**Run 1: routed metal per tile**

25 x 26 tiles, from dark blue (low) to red (high), scaled to the fullest tile. Values are wire area over tile area, all layers added.
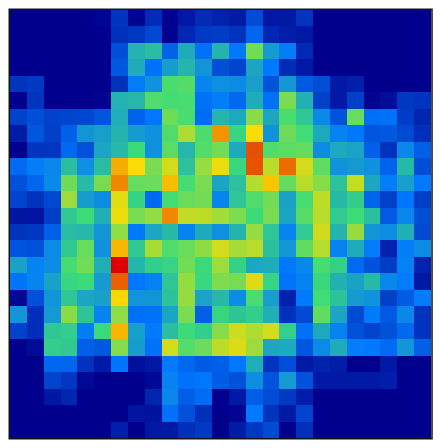
**Run 1: register map, names as in the netlist**

Scale bar: 50 um.
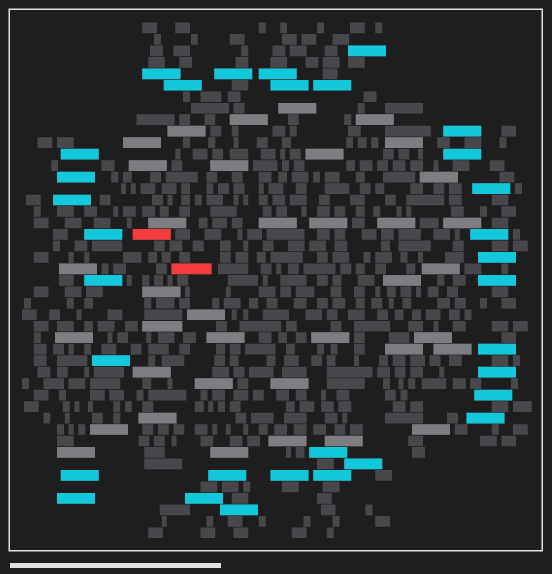
**Run 1: cell placement**

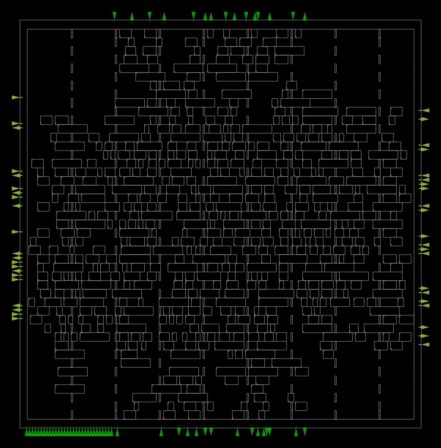
**Run 1: clock wires, drivers and flops**

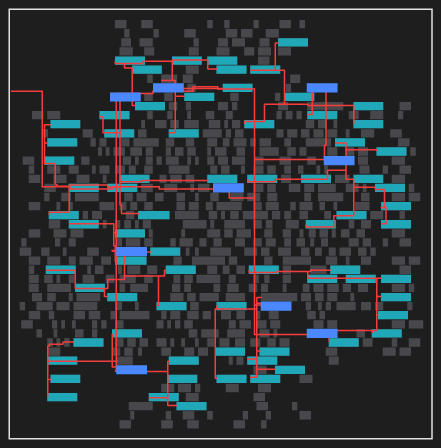
### src/rtl/timer_counter_if.sv
// Bus-side signals of the timer: register window access plus the interrupt line.
// dbg_state mirrors the timer FSM so checkers can observe it.
interface timer_counter_if;
  logic [31:0] Addr;
  logic        WE;
  logic [31:0] Din;
  logic [31:0] Dout;
  logic        IRQ;
  logic [1:0]  dbg_state;

  // Handshake: no valid/ready pair. A write is taken on every rising clk edge
  // where WE=1; reads are combinational on Addr[3:2] with no request strobe.
  modport master (output Addr, WE, Din, input Dout, IRQ, dbg_state);
  modport slave  (input Addr, WE, Din, output Dout, IRQ, dbg_state);
endinterface

### src/rtl/timer_counter.sv
// Programmable down-counter timer with a 3-word register window (CTRL, PRESET, COUNT)
// raising a held (one-shot) or single-cycle (auto-reload) interrupt on expiry.
module timer_counter (
  input  logic            clk,
  input  logic            reset,
  timer_counter_if.slave  bus
);

  localparam logic [1:0] S_IDLE = 2'd0;
  localparam logic [1:0] S_LOAD = 2'd1;
  localparam logic [1:0] S_CNT  = 2'd2;
  localparam logic [1:0] S_INT  = 2'd3;

  logic [1:0]  state;
  logic        enable;
  logic [1:0]  mode;
  logic        im;
  logic [31:0] preset;
  logic [31:0] count;
  logic        irq_pending;

  logic [1:0]  sel;
  logic        wr_ctrl;
  logic        wr_preset;
  logic        expire;
  logic        auto_mode;
  logic        unused_addr;

  assign sel         = bus.Addr[3:2];
  assign unused_addr = ^{bus.Addr[31:4], bus.Addr[1:0]};
  assign wr_ctrl     = bus.WE && (sel == 2'd0);
  assign wr_preset   = bus.WE && (sel == 2'd1);
  assign auto_mode   = (mode == 2'b01);
  // COUNT of 0 is treated like 1 so a zero preset still expires and never wraps.
  assign expire      = (state == S_CNT) && enable && (count <= 32'd1);

  always_ff @(posedge clk or posedge reset) begin
    if (reset) begin
      state <= S_IDLE;
      count <= 32'd0;
    end else begin
      case (state)
        S_IDLE: if (enable) state <= S_LOAD;
        S_LOAD: begin
          count <= preset;
          state <= S_CNT;
        end
        S_CNT: begin
          if (!enable) begin
            state <= S_IDLE;
          end else if (count > 32'd1) begin
            count <= count - 32'd1;
          end else begin
            count <= 32'd0;
            state <= S_INT;
          end
        end
        default: state <= S_IDLE;
      endcase
    end
  end

  // A CTRL write on the edge the one-shot INT clears Enable takes priority.
  always_ff @(posedge clk or posedge reset) begin
    if (reset) begin
      enable <= 1'b0;
      mode   <= 2'b00;
      im     <= 1'b0;
    end else if (wr_ctrl) begin
      enable <= bus.Din[0];
      mode   <= bus.Din[2:1];
      im     <= bus.Din[3];
    end else if ((state == S_INT) && !auto_mode) begin
      enable <= 1'b0;
    end
  end

  always_ff @(posedge clk or posedge reset) begin
    if (reset) preset <= 32'd0;
    else if (wr_preset) preset <= bus.Din;
  end

  // Setting wins over a same-edge bus clear so no expiry is lost.
  always_ff @(posedge clk or posedge reset) begin
    if (reset) irq_pending <= 1'b0;
    else if (expire) irq_pending <= 1'b1;
    else if (wr_ctrl || wr_preset) irq_pending <= 1'b0;
    else if ((state == S_INT) && auto_mode) irq_pending <= 1'b0;
  end

  always_comb begin
    bus.Dout = 32'd0;
    case (sel)
      2'd0:    bus.Dout = {28'd0, im, mode, enable};
      2'd1:    bus.Dout = preset;
      2'd2:    bus.Dout = count;
      default: bus.Dout = 32'd0;
    endcase
  end

  assign bus.IRQ       = im & irq_pending;
  assign bus.dbg_state = state;

endmodule

### src/flat_wrapper.sv
// flat-port wrapper written by rule: the top's interface ports become plain ports
module timer_counter_flat 
  (clk, reset, bus_Addr, bus_WE, bus_Din, bus_Dout, bus_IRQ, bus_dbg_state);
  timer_counter_if bus_i ();
  input  logic clk;
  input  logic reset;
  input wire logic [$bits(bus_i.Addr)-1:0] bus_Addr;
  input wire logic [$bits(bus_i.WE)-1:0] bus_WE;
  input wire logic [$bits(bus_i.Din)-1:0] bus_Din;
  output wire logic [$bits(bus_i.Dout)-1:0] bus_Dout;
  output wire logic [$bits(bus_i.IRQ)-1:0] bus_IRQ;
  output wire logic [$bits(bus_i.dbg_state)-1:0] bus_dbg_state;
  assign bus_i.Addr = bus_Addr;
  assign bus_i.WE = bus_WE;
  assign bus_i.Din = bus_Din;
  assign bus_Dout = bus_i.Dout;
  assign bus_IRQ = bus_i.IRQ;
  assign bus_dbg_state = bus_i.dbg_state;
  timer_counter u_core (.clk(clk), .reset(reset), .bus(bus_i));
endmodule
### config.mk
export PLATFORM = sky130hd
export DESIGN_NAME = timer_counter_flat
export DESIGN_NICKNAME = d
export VERILOG_FILES = /design/src/rtl/timer_counter_if.sv /design/src/rtl/timer_counter.sv /design/src/flat_wrapper.sv
export SDC_FILE = /design/constraint.sdc
export NUM_CORES = 1
export LEC_CHECK = 0
export CAP_MARGIN = 0
export CELL_PAD_IN_SITES_DETAIL_PLACEMENT = 1
export CELL_PAD_IN_SITES_GLOBAL_PLACEMENT = 2
export CORE_AREA = 2 2 124 126
export DETAILED_ROUTE_END_ITERATION = 10
export DIE_AREA = 0 0 126 128
export PLACE_DENSITY = 0.83
export REMOVE_ABC_BUFFERS = 1
export SLEW_MARGIN = 10
export SYNTH_ARGS = -nofsm -noshare
export SYNTH_HDL_FRONTEND = slang
export SYNTH_SLANG_ARGS = --single-unit
### constraint.sdc
create_clock -name clk -period 2 [get_ports clk]
set_input_delay 0.4 -clock clk [delete_from_list [all_inputs] [get_ports clk]]
set_output_delay 0.4 -clock clk [all_outputs]
set_load 0.02 [all_outputs]
==> ci_impl_report.md, run 1 <==
## Implementation flow summary

| Metric | Value |
|---|---|
| Critical Path RT | 2.23 ns |
| Buffers, non-clock | 172 |
| Row cnt | 45 |
| Status | finished with violations |
| Layout cells sized above 1 | 43.67% |
| Crit path largest cell delay | 0.40 ns |
| Crit path time final | 2.089 ns |
| ClkCell Share | 5.486% |
| Seq area share | 28.37% |
| Top cell category | logic gates |
| CP cell instances | nor4_2 > buf_4 > nand4b_4 > o31ai_4 > buf_6 > o21ai_2 > a221o_1 |
| Clock power frac | 21.8% |
| CTS Sinks | 71 |
| Starting DRC count in detailed routing | 156 |
| Worst R2R Path Depth | 7 |
| GRT Total Usage | 19.01% |
| Worst rel slew slack | 64.09% |
| Commonest cells after routing, fill and taps aside | 79 x buf_4, 69 x dfrtp_1, 36 x clkdlybuf4s50_1 |
| Max-slew violations | 0 |
| Setup_tns | -0.6103 ns |
| Detail Route Antenna Nets | 0 |
| Comb power frac | 50.7% |
| Area Overhead vs Synth | 53.77% |
| TAP cells | 188 |
| Startpoint Class | flip-flop |
| Power Dens Cells | 1366 nW/um2 |
| Maximum vdd drop | 589.1 uV |
| Die Y | 128 um |
| Fp util | 27.44% |
| Peak Freq | 0.4786 GHz |
| CTS buffer count | 9 |
| Die Wd | 126 um |
| Cell variety after synth | 62 |
| CLK BUF | 14 |
| Combinational Area | 2392 um2 |
| GR Util met1 | 24.20% |
| FF+latch area | 1779 um2 |
| Most used logic cell in the final layout | buf_4 |
| Largest net degree at the start of global routing | 72 |
| Final WL | 14.97 mm |
| Initial antenna violation count | 0 |
| Vias in the first global route | 4446 |
| Mi-comb count | 292 |
| Violated checks | negative setup slack |
| Final setup margin | -0.08946 ns |
| Worst slew pin tran | 0.5387 ns |
| R2R Setup Slk | -0.09 ns |
| Pre-CTS setup slack | -0.5459 ns |
| Mapped cell area | 4079 um2 |
| Flops & latches, synth | 71 |
| H-tree Lvls | 3 |
| Placer Congestion | 0.8795 |
| Number of setup violations in the final report | 14 |
| Yosys stat area | 4079 um2 |
| Non-clock buffer share | 23.66% |
| CTS max path bufs | 2 |
| IO Count | 102 |
| Synth Warn # | 0 |
| Ys cells | 404 |
| DR vias | 3962 |
| Cycle use final | 104.5% |
| Post-DP HPWL | 10.43 mm |
| Congestion Overflow GR | 0 |
| Die Size | 16130 um2 |
| Critical Path End Type | flip-flop |
| Tool warnings | 58 |
| 1st-pass router iterations | 4 |
| Number of enable flip-flop cells | 0 |
| LEAKAGE | 2.705 nW |
| Final-report hold violation count | 0 |
| DR WL/cell | 19.98 um |
| Residual DRC count | 0 |
| Switching portion of total power | 39.06% |
| Global-route wire length before repair | 24.01 mm |
| Root Driver | clkbuf_16 |
| RSZ-0062 raised after global routing | yes |
| Pint | 0.005222 W |
| NetSw | 0.003346 W |
| Setup CP Type | reg2reg |
| Clock transition at path regs | 0.06 ns |
| Crit path arrival time | 2.32 ns |
Notes on 'routed metal per tile' above:
21% of the tiles are nearly empty. 18% of the tiles are over half the peak. The densest ninth of the die: center. The fullest tile reaches 0.53. The mean over all tiles is 0.14.

Notes on 'register map, names as in the netlist' above:
Red shows `u_core.bus.dbg_state`, placed flops 2. Cyan shows `u_core.preset`, placed flops 32, where all over the die.
Another 37 sequential cells are not colored.

Notes on 'cell placement' above:
Cell Count, Final, Fillers Out: 749
total core area: 14860 um2
Layout fillers: 1653

Notes on 'clock wires, drivers and flops' above:
Red shows clock wires, length 1170 um. Cyan shows flip-flops, count 71. Blue shows clock drivers, count 9.
Position of the flops: all over the die.
worst skew pair latency: 0.35 ns
Worst Skew: 0.009047 ns

## run 1: registers in the layout (all words and copies together) (netlist names)
signal and cells:
u_core.count 32, u_core.preset 32, u_core.bus.dbg_state 2, u_core.mode 2, u_core.enable 1, u_core.im 1
u_core.irq_pending 1
## run 1: logic make-up (layout without fill, tap and decap cells)
family	after synthesis	count (layout)	synth area share (%)
mux	41	41	11.10
xor+xnor	1	1	0.2148
buf+inv	41	198	4.509
fa+ha+maj	2	2	0.6134
flops	71	71	43.56
compound gates	119	119	22.06
simple gates	129	129	17.94
## run 1: power groups by stage
stage / combinational, W / sequential (W) / clock [W]
6_report: 0.00434 / 0.00236 / 0.00186
5_1_grt: 0.00472 / 0.00242 / 0.00197
4_1_cts: 0.00420 / 0.00234 / 0.00190
3_5_place_dp: 0.00404 / 0.00235 / 0
3_3_place_gp: 0.00389 / 0.00231 / 0
2_1_floorplan: 0.00181 / 0.00242 / 0
## run 1: worst max-delay path: cells and delay by family, from the launching register on
| family | cells | cell delay (ns) |
|---|---|---|
| AOI/OAI and AO/OA | 3 | 0.69 |
| buffers and inverters | 2 | 0.38 |
| DFF | 1 | 0.40 |
| and+or+nand+nor | 2 | 0.49 |
## run 1: cell usage after synthesis (3+ instances only)
master	instances	area (um2)
or4_1	3	22.52
nor2_1	19	71.32
o31a_1	4	35.03
o311ai_1	8	70.07
o21ai_0	11	55.05
o21ai_1	6	30.03
nand2b_1	5	31.28
mux2_2	34	382.9
nand2_1	30	112.6
nand3_1	16	80.08
a22o_1	31	271.5
a21oi_1	17	85.08
nand3b_1	3	22.52
mux2i_1	7	70.07
clkbuf_1	19	71.32
a22oi_1	3	22.52
or3_1	5	31.28
buf_1	5	18.77
nor2b_1	4	25.02
a221o_1	3	30.03
nor3_1	9	45.04
buf_6	3	33.78
o22ai_1	9	56.30
buf_2	3	15.01
inv_1	9	33.78
o311ai_0	4	35.03
dfrtp_1	71	1777
nor4_1	5	31.28
and3_1	10	62.56
nand4_1	5	31.28
## run 1: metal layers
metal	wire (um)	part of all wire [%]
met1	6748	45
met5	0	0
met2	7404	49
met3	518	3.5
met4	293	2.0
## run 1: worst max path at each step
stage / to / slack, ns / startpoint / cells after the start
after CTS: u_core.count[4] / -0.07 / u_core.count[13] / 7
after floorplan: u_core.preset[0] / -1.13 / bus_Addr[2] / 3
after global placement: bus_Dout[31] / -0.53 / bus_Addr[2] / 5
final: u_core.count[11] / -0.09 / u_core.count[13] / 7
after global routing: u_core.count[26] / -0.19 / u_core.count[13] / 9
after detailed placement: bus_Dout[31] / -0.55 / bus_Addr[2] / 5
## run 1: per-stage QoR
stage	util, %	instances	cell area (um2)
after floorplan	-	373	3933
after global placement	37.89	720	5632
after detailed placement	37.89	720	5632
after CTS	41.67	742	6193
after global routing	42.20	749	6272
final	42.20	749	6272
## run 1: timing repair
action,CTS,global route
hold buffers,0,0
pin swaps,7,16
setup endpoints to repair,61,59
gates cloned,2,0
resized,132,79
buffers inserted,4,8
==> run 2: changes to the inputs <==
--- a/config.mk
+++ b/config.mk
@@ -11,8 +11,10 @@
 export CORE_AREA = 2 2 124 126
 export DETAILED_ROUTE_END_ITERATION = 10
 export DIE_AREA = 0 0 126 128
+export GPL_ROUTABILITY_DRIVEN = 0
 export PLACE_DENSITY = 0.83
 export REMOVE_ABC_BUFFERS = 1
+export SETUP_SLACK_MARGIN = 0.15
 export SLEW_MARGIN = 10
 export SYNTH_ARGS = -nofsm -noshare
 export SYNTH_HDL_FRONTEND = slang
==> ci_impl_report.md, run 2 <==
## Implementation flow summary

| Metric | Value |
|---|---|
| CTS buffer count | 9 (unchanged) |
| Final core occ | 44.64% (+2.4 points) |
| Layout cells sized above 1 | 49.14% (+5.5 points) |
| Worst rel slew slack | 66.94% (+2.9 points) |
| TritonCTS clock tree | done |
| Vias in the first global route | 4528 (+1.8%) |
| Crit path time final | 2.133 ns (+0.04333 ns) |
| Max-slew violations | 0 (unchanged) |
| Worst Skew | 0.01043 ns (+0.001382 ns) |
| Tool warnings | 58 (unchanged) |
| Ys cells | 404 (unchanged) |
| Clock transition at path regs | 0.06 ns (about the same) |
| Die Y | 128 um (unchanged) |
| Critical Path RT | 2.22 ns (about the same) |
| # nets final | 646 |
| Worst-path maximum fanout | 7 |
| Number of inserted diodes | 0 |
| CP Launch Point | u_core.count[16] |
| Biggest area cells | dfrtp_1 44%, mux2_2 9.4%, a22o_1 6.7% |
| R2R Setup Slk | -0.13 ns (-0.04 ns) |
| Combinational Area | 2604 um2 (+8.8%) |
| Max cap viols | 0 |
| Cell variety after synth | 62 (unchanged) |
| Initial antenna violation count | 0 (unchanged) |
| Worst R2R Path Depth | 7 (unchanged) |
| RSZ-0062 raised after global routing | yes |
| 1st-pass router iterations | 4 (unchanged) |
| Residual DRC count | 0 (unchanged) |
| Flops & latches, synth | 71 (unchanged) |
| CTS max path bufs | 2 (unchanged) |
| R2r startpoint | u_core.count[16] |
| Synth Warn # | 0 (unchanged) |
| Layout fillers | 1669 (+0.97%) |
| Power Dens Cells | 1333 nW/um2 (-2.4%) |
| Top FF cell, synth | dfrtp_1 |
| H-tree Lvls | 3 (unchanged) |
| Final WL | 17.38 mm (+16%) |
| Fp util | 27.44% (unchanged) |
| Post-synth top area cell | dfrtp_1 |
| Mapped cell area | 4079 um2 (unchanged) |
| Biggest regs | u_core.count x32, u_core.preset x32 |
| Placed Area | 5599 um2 (-0.58%) |
| Max Used Layer | met4 |
| Die Size | 16130 um2 (unchanged) |
| Setup CP Type | reg2reg |
| CTS Sinks | 71 (unchanged) |
| Commonest cells after routing, fill and taps aside | 90 x buf_4, 70 x dfrtp_1, 34 x mux2_2, 34 x clkdlybuf4s50_1, 31 x a22o_1 |
| Most used logic cell in the final layout | buf_4 |
| LEAKAGE | 2.847 nW (+5.2%) |
| Total core area | 14860 um2 (unchanged) |
| Peak Freq | 0.4689 GHz (-2.0%) |
| Crit path arrival time | 2.35 ns (+0.03 ns) |
| Async set-reset flop share out of synthesis | 100.0% |
| Final setup margin | -0.1328 ns (-0.04333 ns) |
| Post-DP HPWL | 10.10 mm (-3.2%) |
| Worst slew pin tran | 0.4921 ns (-0.04661 ns) |
| Root Driver | clkbuf_16 |
| Critical Path End Type | flip-flop |
| Number of enable flip-flop cells | 0 (unchanged) |
| Syn_area_per_cell | 10.10 um2 |
| Detail Route Antenna Nets | 0 (unchanged) |
| Starting DRC count in detailed routing | 232 (+49%) |
| Status | finished with violations |
| Startpoint Class | flip-flop |
| FF+latch area | 1778 um2 (about the same) |
| Global-route wire length before repair | 25.46 mm (+6.1%) |
| DR WL/cell | 22.58 um (+13%) |
| Violated checks | negative setup slack |
| Cell count after synthesis | 404 |
| Routed length on met3 | 760 um (+47%) |
| WL met2 | 8.751 mm (+18%) |
| Post-synth top cells | 71 x dfrtp_1, 34 x mux2_2, 31 x a22o_1, 30 x nand2_1 |
| Post-synth seq share | 43.56% |
| Synth top area share | 43.56% (unchanged) |
| Cycle use final | 106.6% (+2.2 points) |
| Worst skew pair latency | 0.35 ns (about the same) |
| Via density | 5.464 |
| Largest net degree at the start of global routing | 72 (unchanged) |
| Yosys top cell by instances | dfrtp_1 |
| Worst min path class | in2async |
| IO Count | 102 (unchanged) |
| Maximum vdd drop | 598.6 uV (+1.6%) |
| Number of setup violations in the final report | 24 (+10) |
| Congestion Overflow GR | 0 (unchanged) |
| DR vias | 4207 (+6.2%) |
| M1 WL | 7.302 mm (+8.2%) |
| Die Wd | 126 um (unchanged) |
| PortBufs | 71 |
| GRT Total Usage | 20.65% (+1.6 points) |
| RR Endpoint | u_core.count[26] |
| Yosys stat area | 4079 um2 (unchanged) |
| Cells after DPL | 719 (-0.14%) |
| Final-report hold violation count | 0 (unchanged) |
| CP endpoint | u_core.count[26] |
run 2: netlist changes by cell type in the layout (fill, tap and decap cells not counted), sizes merged:
cell / change
dlymetal6s2s: -1
clkinv: +3
clkbuf: -1
buf: +22
dlygate4sd2: +1
bufinv: -2
clkdlybuf4s50: -2
clkinvlp: +1
run 2: cell families (layout without fill, tap and decap cells):
group | after synthesis | count (layout) | share of synthesized area [%]
mux | 41 | 41 | 11.10
fa+ha+maj | 2 | 2 | 0.6134
flops | 71 | 71 | 43.56
xor+xnor | 1 | 1 | 0.2148
buf+inv | 41 | 219 | 4.509
compound gates | 119 | 119 | 22.06
simple gates | 129 | 129 | 17.94
run 2: power by group:
group,total [W],leakage [nW],switching [W],internal [W]
clock network,0.00147,0.126,0.000634,0.000834
logic,0.00498,1.86,0.00262,0.00236
registers,0.00240,0.863,0.000499,0.00190
total,0.00885,2.85,0.00376,0.00509
run 2: per-layer routing:
metal | GRT usage [%] | vias to the layer above
li1 | - | 1908
met1 | 25.37 | 2152
met2 | 34.35 | 113
met3 | 4.382 | 34
met4 | 10.47 | 0
met5 | 0 | -
run 2: metrics by stage:
stage | setup slack (ns) | hold WS (ns) | TNS (ns) | power (W)
3_5_place_dp | -0.5555 | 0.5233 | -22.40 | 0.006308
4_1_cts | -0.03926 | 0.4768 | -0.1793 | 0.008274
3_3_place_gp | -0.5399 | 0.5089 | -19.06 | 0.006122
6_report | -0.1328 | 0.4340 | -1.552 | 0.008848
5_1_grt | -0.2206 | 0.5006 | -3.626 | 0.009304
2_1_floorplan | -1.130 | 0.4730 | -75.54 | 0.004227
run 2: cell type report:
cell class,count,share of cell area (%)
clock inverter,4,0.3394
sequential,71,26.80
clock buffer,12,3.564
inverter,10,0.5657
timing repair buffer,193,25.95
multi-input combinational,292,39.24
tap,188,3.545
run 2: repair_timing:
item	4_1_cts	5_1_grt
setup buffers	19	11
hold buffers	0	0
pin swaps	26	28
setup endpoints to repair	69	38
gates resized	217	53
cloned	4	1
run 2: worst max-delay path, stage by stage, from the launching register on:
cell	delay (ns)
dfrtp_1	0.39
nor3_1	0.45
nand3_2	0.24
o31ai_4	0.35
buf_6	0.19
buf_4	0.12
o21ai_0	0.11
o2bb2ai_1	0.15
run 2: worst min path at each step:
| stage | endpoint | slack [ns] | depth (start not counted) |
|---|---|---|---|
| 2_1_floorplan | u_core.count[25] | 0.47 | 2 |
| 6_report | u_core.count[31] | 0.43 | 3 |
| 5_1_grt | u_core.count[31] | 0.50 | 3 |
| 4_1_cts | u_core.mode[1] | 0.48 | 3 |
| 3_5_place_dp | u_core.count[27] | 0.52 | 2 |
| 3_3_place_gp | u_core.count[27] | 0.51 | 2 |
**Run 2: cell placement**

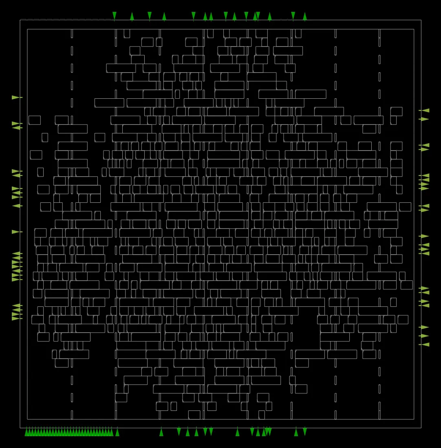
row cnt: 45
Cell Count, Final, Fillers Out: 770

**Run 2: cells by drive strength**

Scale bar: 50 um.
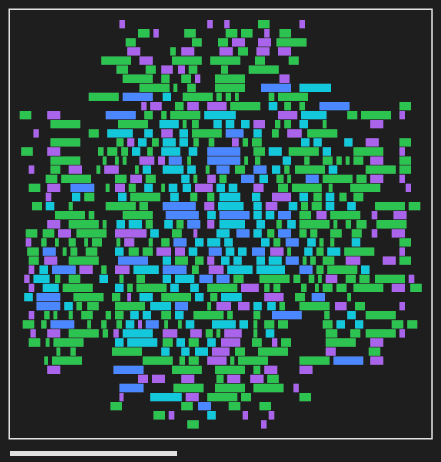
Cyan shows _3 and _4 cells, cells 122. Blue shows _6 and larger, cells 43. Green shows _0 and _1 cells, cells 296. Purple shows _2 cells, cells 121.
Final Cell Area: 6635 um2
final setup margin: -0.1328 ns
Buffers, non-clock: 193
Area Overhead vs Synth: 62.67%

Power and IR drop assume default switching activity.
